==> src/rtl/simple_axi_to_axi_read.sv <==
// simple_axi_to_axi_read
// AXI4 read master: turns one simple-bus read request (byte address, byte
// length) into a sequence of INCR bursts and streams the returned words back
// with a last flag on the final word of the whole request. Bursts never exceed
// 256 beats nor cross a 4 KiB boundary, and only one burst is outstanding.

module simple_axi_to_axi_read #(
  parameter int AXI_ADDR_W = 32,
  parameter int AXI_DATA_W = 32,
  parameter int AXI_LEN_W  = 8,
  parameter int AXI_ID_W   = 1,
  parameter int LEN_W      = 20
) (
  input  logic                  clk_i,
  input  logic                  rst_i,

  // simple read bus
  input  logic                  m_rvalid_i,
  input  logic [AXI_ADDR_W-1:0] m_raddr_i,
  input  logic [LEN_W-1:0]      m_rlen_i,
  output logic                  m_rready_o,
  output logic [AXI_DATA_W-1:0] m_rdata_o,
  output logic                  m_rlast_o,
  output logic                  m_rerror_o,

  // AXI read address channel
  output logic [AXI_ID_W-1:0]   axi_arid_o,
  output logic [AXI_ADDR_W-1:0] axi_araddr_o,
  output logic [AXI_LEN_W-1:0]  axi_arlen_o,
  output logic [2:0]            axi_arsize_o,
  output logic [1:0]            axi_arburst_o,
  output logic [1:0]            axi_arlock_o,
  output logic [3:0]            axi_arcache_o,
  output logic [2:0]            axi_arprot_o,
  output logic [3:0]            axi_arqos_o,
  output logic                  axi_arvalid_o,
  input  logic                  axi_arready_i,

  // AXI read data channel
  input  logic [AXI_ID_W-1:0]   axi_rid_i,
  input  logic [AXI_DATA_W-1:0] axi_rdata_i,
  input  logic [1:0]            axi_rresp_i,
  input  logic                  axi_rlast_i,
  input  logic                  axi_rvalid_i,
  output logic                  axi_rready_o
);

  typedef enum logic [2:0] {
    S_IDLE = 3'd0,
    S_CALC = 3'd1,
    S_ADDR = 3'd2,
    S_DATA = 3'd3,
    S_GAP  = 3'd4,
    S_ZERO = 3'd5
  } state_t;

  localparam logic [LEN_W-1:0] MAX_BURST = LEN_W'(1 << AXI_LEN_W);

  state_t                state_q, state_d;
  logic [AXI_ADDR_W-1:0] addr_q, addr_d;
  logic [LEN_W-1:0]      rem_bytes_q, rem_bytes_d;
  logic [AXI_LEN_W-1:0]  beat_cnt_q, beat_cnt_d;
  logic [AXI_LEN_W-1:0]  arlen_q, arlen_d;
  logic [AXI_ADDR_W-1:0] araddr_q, araddr_d;
  logic                  arvalid_q, arvalid_d;
  logic                  rerror_q, rerror_d;

  // burst sizing, derived from the current address and remaining byte count
  logic [LEN_W-1:0]      rem_words;
  logic [LEN_W-1:0]      to4k;
  logic [LEN_W-1:0]      beats;
  logic [LEN_W-1:0]      burst_bytes;
  logic [LEN_W-1:0]      consumed;

  logic                  unused_inputs;
  assign unused_inputs = ^{axi_rid_i, axi_rlast_i, m_raddr_i[1:0]};

  // Burst size: min(words left, max burst, words to next 4 KiB page).
  always_comb begin
    rem_words   = ((rem_bytes_q - LEN_W'(1)) >> 2) + LEN_W'(1);
    to4k        = LEN_W'((13'd4096 - {1'b0, addr_q[11:0]}) >> 2);
    beats       = rem_words;
    if (MAX_BURST < beats) beats = MAX_BURST;
    if (to4k < beats)      beats = to4k;
    burst_bytes = {beats[LEN_W-3:0], 2'b00};
    consumed    = (burst_bytes < rem_bytes_q) ? burst_bytes : rem_bytes_q;
  end

  // State and datapath registers with asynchronous reset.
  always_ff @(posedge clk_i or posedge rst_i) begin
    if (rst_i) begin
      state_q     <= S_IDLE;
      addr_q      <= '0;
      rem_bytes_q <= '0;
      beat_cnt_q  <= '0;
      arlen_q     <= '0;
      araddr_q    <= '0;
      arvalid_q   <= 1'b0;
      rerror_q    <= 1'b0;
    end else begin
      state_q     <= state_d;
      addr_q      <= addr_d;
      rem_bytes_q <= rem_bytes_d;
      beat_cnt_q  <= beat_cnt_d;
      arlen_q     <= arlen_d;
      araddr_q    <= araddr_d;
      arvalid_q   <= arvalid_d;
      rerror_q    <= rerror_d;
    end
  end

  // Next-state logic: request latch, burst issue, beat counting.
  always_comb begin
    state_d     = state_q;
    addr_d      = addr_q;
    rem_bytes_d = rem_bytes_q;
    beat_cnt_d  = beat_cnt_q;
    arlen_d     = arlen_q;
    araddr_d    = araddr_q;
    arvalid_d   = arvalid_q;
    rerror_d    = rerror_q;
    case (state_q)
      S_IDLE: begin
        if (m_rvalid_i) begin
          addr_d      = {m_raddr_i[AXI_ADDR_W-1:2], 2'b00};
          rem_bytes_d = m_rlen_i;
          rerror_d    = 1'b0;
          state_d     = (m_rlen_i == '0) ? S_ZERO : S_CALC;
        end
      end
      S_CALC: begin
        arlen_d   = AXI_LEN_W'(beats - LEN_W'(1));
        araddr_d  = addr_q;
        arvalid_d = 1'b1;
        state_d   = S_ADDR;
      end
      S_ADDR: begin
        // Address and remaining length advance on acceptance, so the last
        // beat of the request can be recognised by rem_bytes being zero.
        if (axi_arready_i) begin
          arvalid_d   = 1'b0;
          beat_cnt_d  = '0;
          addr_d      = addr_q + AXI_ADDR_W'(consumed);
          rem_bytes_d = rem_bytes_q - consumed;
          state_d     = S_DATA;
        end
      end
      S_DATA: begin
        if (axi_rvalid_i) begin
          beat_cnt_d = beat_cnt_q + AXI_LEN_W'(1);
          if (axi_rresp_i != 2'b00) rerror_d = 1'b1;
          if (beat_cnt_q == arlen_q) state_d = S_GAP;
        end
      end
      S_GAP: begin
        state_d = (rem_bytes_q == '0) ? S_IDLE : S_CALC;
      end
      S_ZERO: begin
        state_d = S_GAP;
      end
      default: begin
        state_d = S_IDLE;
      end
    endcase
  end

  // Simple-bus outputs: data passes straight through while in the data phase.
  always_comb begin
    m_rready_o   = 1'b0;
    m_rdata_o    = '0;
    m_rlast_o    = 1'b0;
    axi_rready_o = 1'b0;
    case (state_q)
      S_DATA: begin
        axi_rready_o = 1'b1;
        m_rready_o   = axi_rvalid_i;
        m_rdata_o    = axi_rdata_i;
        m_rlast_o    = axi_rvalid_i && (beat_cnt_q == arlen_q) && (rem_bytes_q == '0);
      end
      S_ZERO: begin
        m_rlast_o = 1'b1;
      end
      default: begin
        m_rlast_o = 1'b0;
      end
    endcase
  end

  assign m_rerror_o    = rerror_q;
  assign axi_arid_o    = '0;
  assign axi_araddr_o  = araddr_q;
  assign axi_arlen_o   = arlen_q;
  assign axi_arsize_o  = 3'b010;
  assign axi_arburst_o = 2'b01;
  assign axi_arlock_o  = '0;
  assign axi_arcache_o = '0;
  assign axi_arprot_o  = '0;
  assign axi_arqos_o   = '0;
  assign axi_arvalid_o = arvalid_q;

endmodule

==> config.mk <==
export PLATFORM = sky130hd
export DESIGN_NAME = simple_axi_to_axi_read
export DESIGN_NICKNAME = d
export VERILOG_FILES = /design/src/rtl/simple_axi_to_axi_read.sv
export SDC_FILE = /design/constraint.sdc
export NUM_CORES = 1
export LEC_CHECK = 0
export CAP_MARGIN = 20
export CORE_MARGIN = 5
export CORE_UTILIZATION = 35
export CTS_CLUSTER_SIZE = 20
export DETAILED_ROUTE_END_ITERATION = 7
export GPL_ROUTABILITY_DRIVEN = 0
export PLACE_DENSITY_LB_ADDON = 0.08
export SLEW_MARGIN = 20
export SYNTH_ARGS = -nofsm -noshare
export SYNTH_HDL_FRONTEND = slang
export SYNTH_SLANG_ARGS = --single-unit
==> constraint.sdc <==
create_clock -name clk_i -period 16.7 [get_ports clk_i]
set_input_delay 2.505 -clock clk_i [delete_from_list [all_inputs] [get_ports clk_i]]
set_output_delay 2.505 -clock clk_i [all_outputs]
set_load 0.1 [all_outputs]
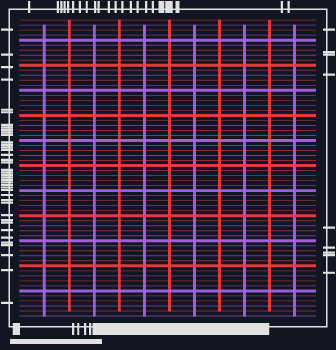
**Above:** floorplan with the power grid.
Scale bar: 50 um. Pins as bars on the die edge.
Key: red = VDD; purple = VSS
11 straps on met5. 60 met1 rails follow the rows. 11 straps on met4.
core area: 25800 um^2
width of the die: 171 um

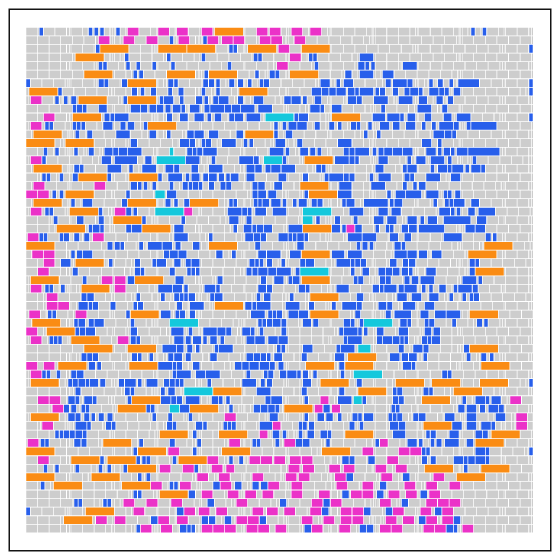
**Above:** placed cells, one color a class.
Fill, decap, tap and diode cells in gray.
Key: cyan = clock drivers and dummy loads [cells 16, share of their area 2.7%]; blue = remaining logic cells [cells 1029, share of their area 57%]; magenta = remaining buffers and delay cells [cells 174, share of their area 16%]; orange = registers [cells 105, share of their area 24%]
fin util: 0.437
fraction of area in registers: 0.233
Rows: 59
fin area: 11300 um^2

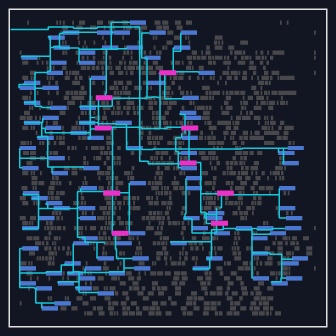
**Above:** clock network drawn from the DEF.
Key: magenta = clock-net drivers [count 9]; cyan = clock wires [length 1850 um]; blue = flip-flops [count 105]
Position of the flops: all over the die. There are 10 routed clock nets.

==> flow_metrics.py <==
# Metrics from the implementation run
metrics = {
    "outcome": {
        "run_status": "finished, final reports clean",
    },
    "setup_path": {
        "reg2reg_to": "addr_q[31]$_DFFE_PP0P_",
        "worstSetupStartpointType": "flop",
        "cp.depth": 39,
        "cpPeakStageDelay_ns": 0.66,
        "cp_common_cell": "ha_1",
        "worstSetupStartpoint": "rem_bytes_q[0]$_DFFE_PP0P_",
        "worst_path_max_delay_cell": "or4_4",
        "cp_max_fo": 34,
        "end_kind": "flop",
        "required_ns": 16.95,
    },
    "detailed_routing": {
        "drcViolationCount": 0,
        "ant_nets": 0,
        "drtIter0Drc": 459,
        "vias": 8631,
        "wl_per_cell_um": 17.7,
        "topRoutingLayerUsed": "met4",
    },
    "floorplanning": {
        "io-pin-count": 189,
        "die_area_um2": 29400,
    },
    "clock_network": {
        "cts_setup_buffers": 0,
        "cts_root_buf": "clkbuf_16",
        "clk_pin_slew_ns": 0.08,
        "cts_made_buffers": 9,
        "cts_num_sinks": 105,
        "htree_levels": 3,
        "cts_resized": 0,
    },
    "synth": {
        "synth.top_cell.area_share": 0.288,
        "most_common_cell": "nand2_1",
        "yosys_warnings": 0,
        "flop_cell": "dfrtp_1",
        "async_flop_share": 1.00,
        "ys.flops": 105,
    },
    "global_routing": {
        "met1_usage": 0.276,
        "antenna_found_initial": 0,
        "grt_pass1_wl_um": 46500,
        "grt_pass1_vias": 8365,
        "met2_usage": 0.335,
        "gr-total-overflow": 0,
    },
    "finish": {
        "nFillCells": 2700,
        "diodes": 0,
        "stdcell_count": 1659,
        "layout.cells.most_common": "nand2_1",
        "drive_above_1_share": 0.0476,
        "layout.nets": 1482,
    },
    "run": {
        "drv_cap": 0,
        "tool_warnings": 30,
    },
    "timing": {
        "setup_violations": 0,
        "worst_pin_slew_ns": 1.02,
        "fmax_mhz": 97.9,
    },
}
==> layout make-up <==
class	count	area, um^2	area share
Sequential cell	105	2630	0.233
Multi-Input combinational cell	967	6000	0.531
Inverter	62	235	0.0208
Clock buffer	10	229	0.0203
Timing Repair Buffer	174	1720	0.152
Clock inverter	6	61.3	0.00543
Tap cell	335	419	0.0371
==> state kept, by name, indices dropped and copies added (netlist names) <==
| signal | flops |
|---|---|
| axi_araddr_o | 32 |
| addr_q | 32 |
| m_rerror_o | 1 |
| axi_arvalid_o | 1 |
| axi_arlen_o | 8 |
| rem_bytes_q | 20 |
| beat_cnt_q | 8 |
| state_q | 3 |
==> metrics by stage <==
| stage | hold slack (ns) | utilization | setup slack [ns] | area, um^2 |
|---|---|---|---|---|
| CTS | 0.484 | 0.437 | 6.51 | 11300 |
| global route | 0.499 | 0.437 | 5.74 | 11300 |
| detailed placement | 0.461 | 0.426 | 6.56 | 11000 |
| floorplan | 0.453 | - | 7.87 | 9220 |
| finish | 0.479 | 0.437 | 6.49 | 11300 |
| global placement | 0.461 | 0.426 | 6.50 | 11000 |
==> tightest hold or removal path: cells and delay by family (launching register included) <==
kind,cells,cell delay (ns)
simple gates,2,0.11
flops,1,0.35
==> cells by family after synthesis <==
family / after synthesis / synth area share
AND-OR/OR-AND: 270 / 0.188
other: 2 / 0.000823
multiplexers: 18 / 0.0243
flip-flops: 105 / 0.288
adder cells (fa/ha/maj): 70 / 0.0969
buffers and inverters: 139 / 0.0675
AND/OR/NAND/NOR: 509 / 0.266
XOR/XNOR: 71 / 0.0682
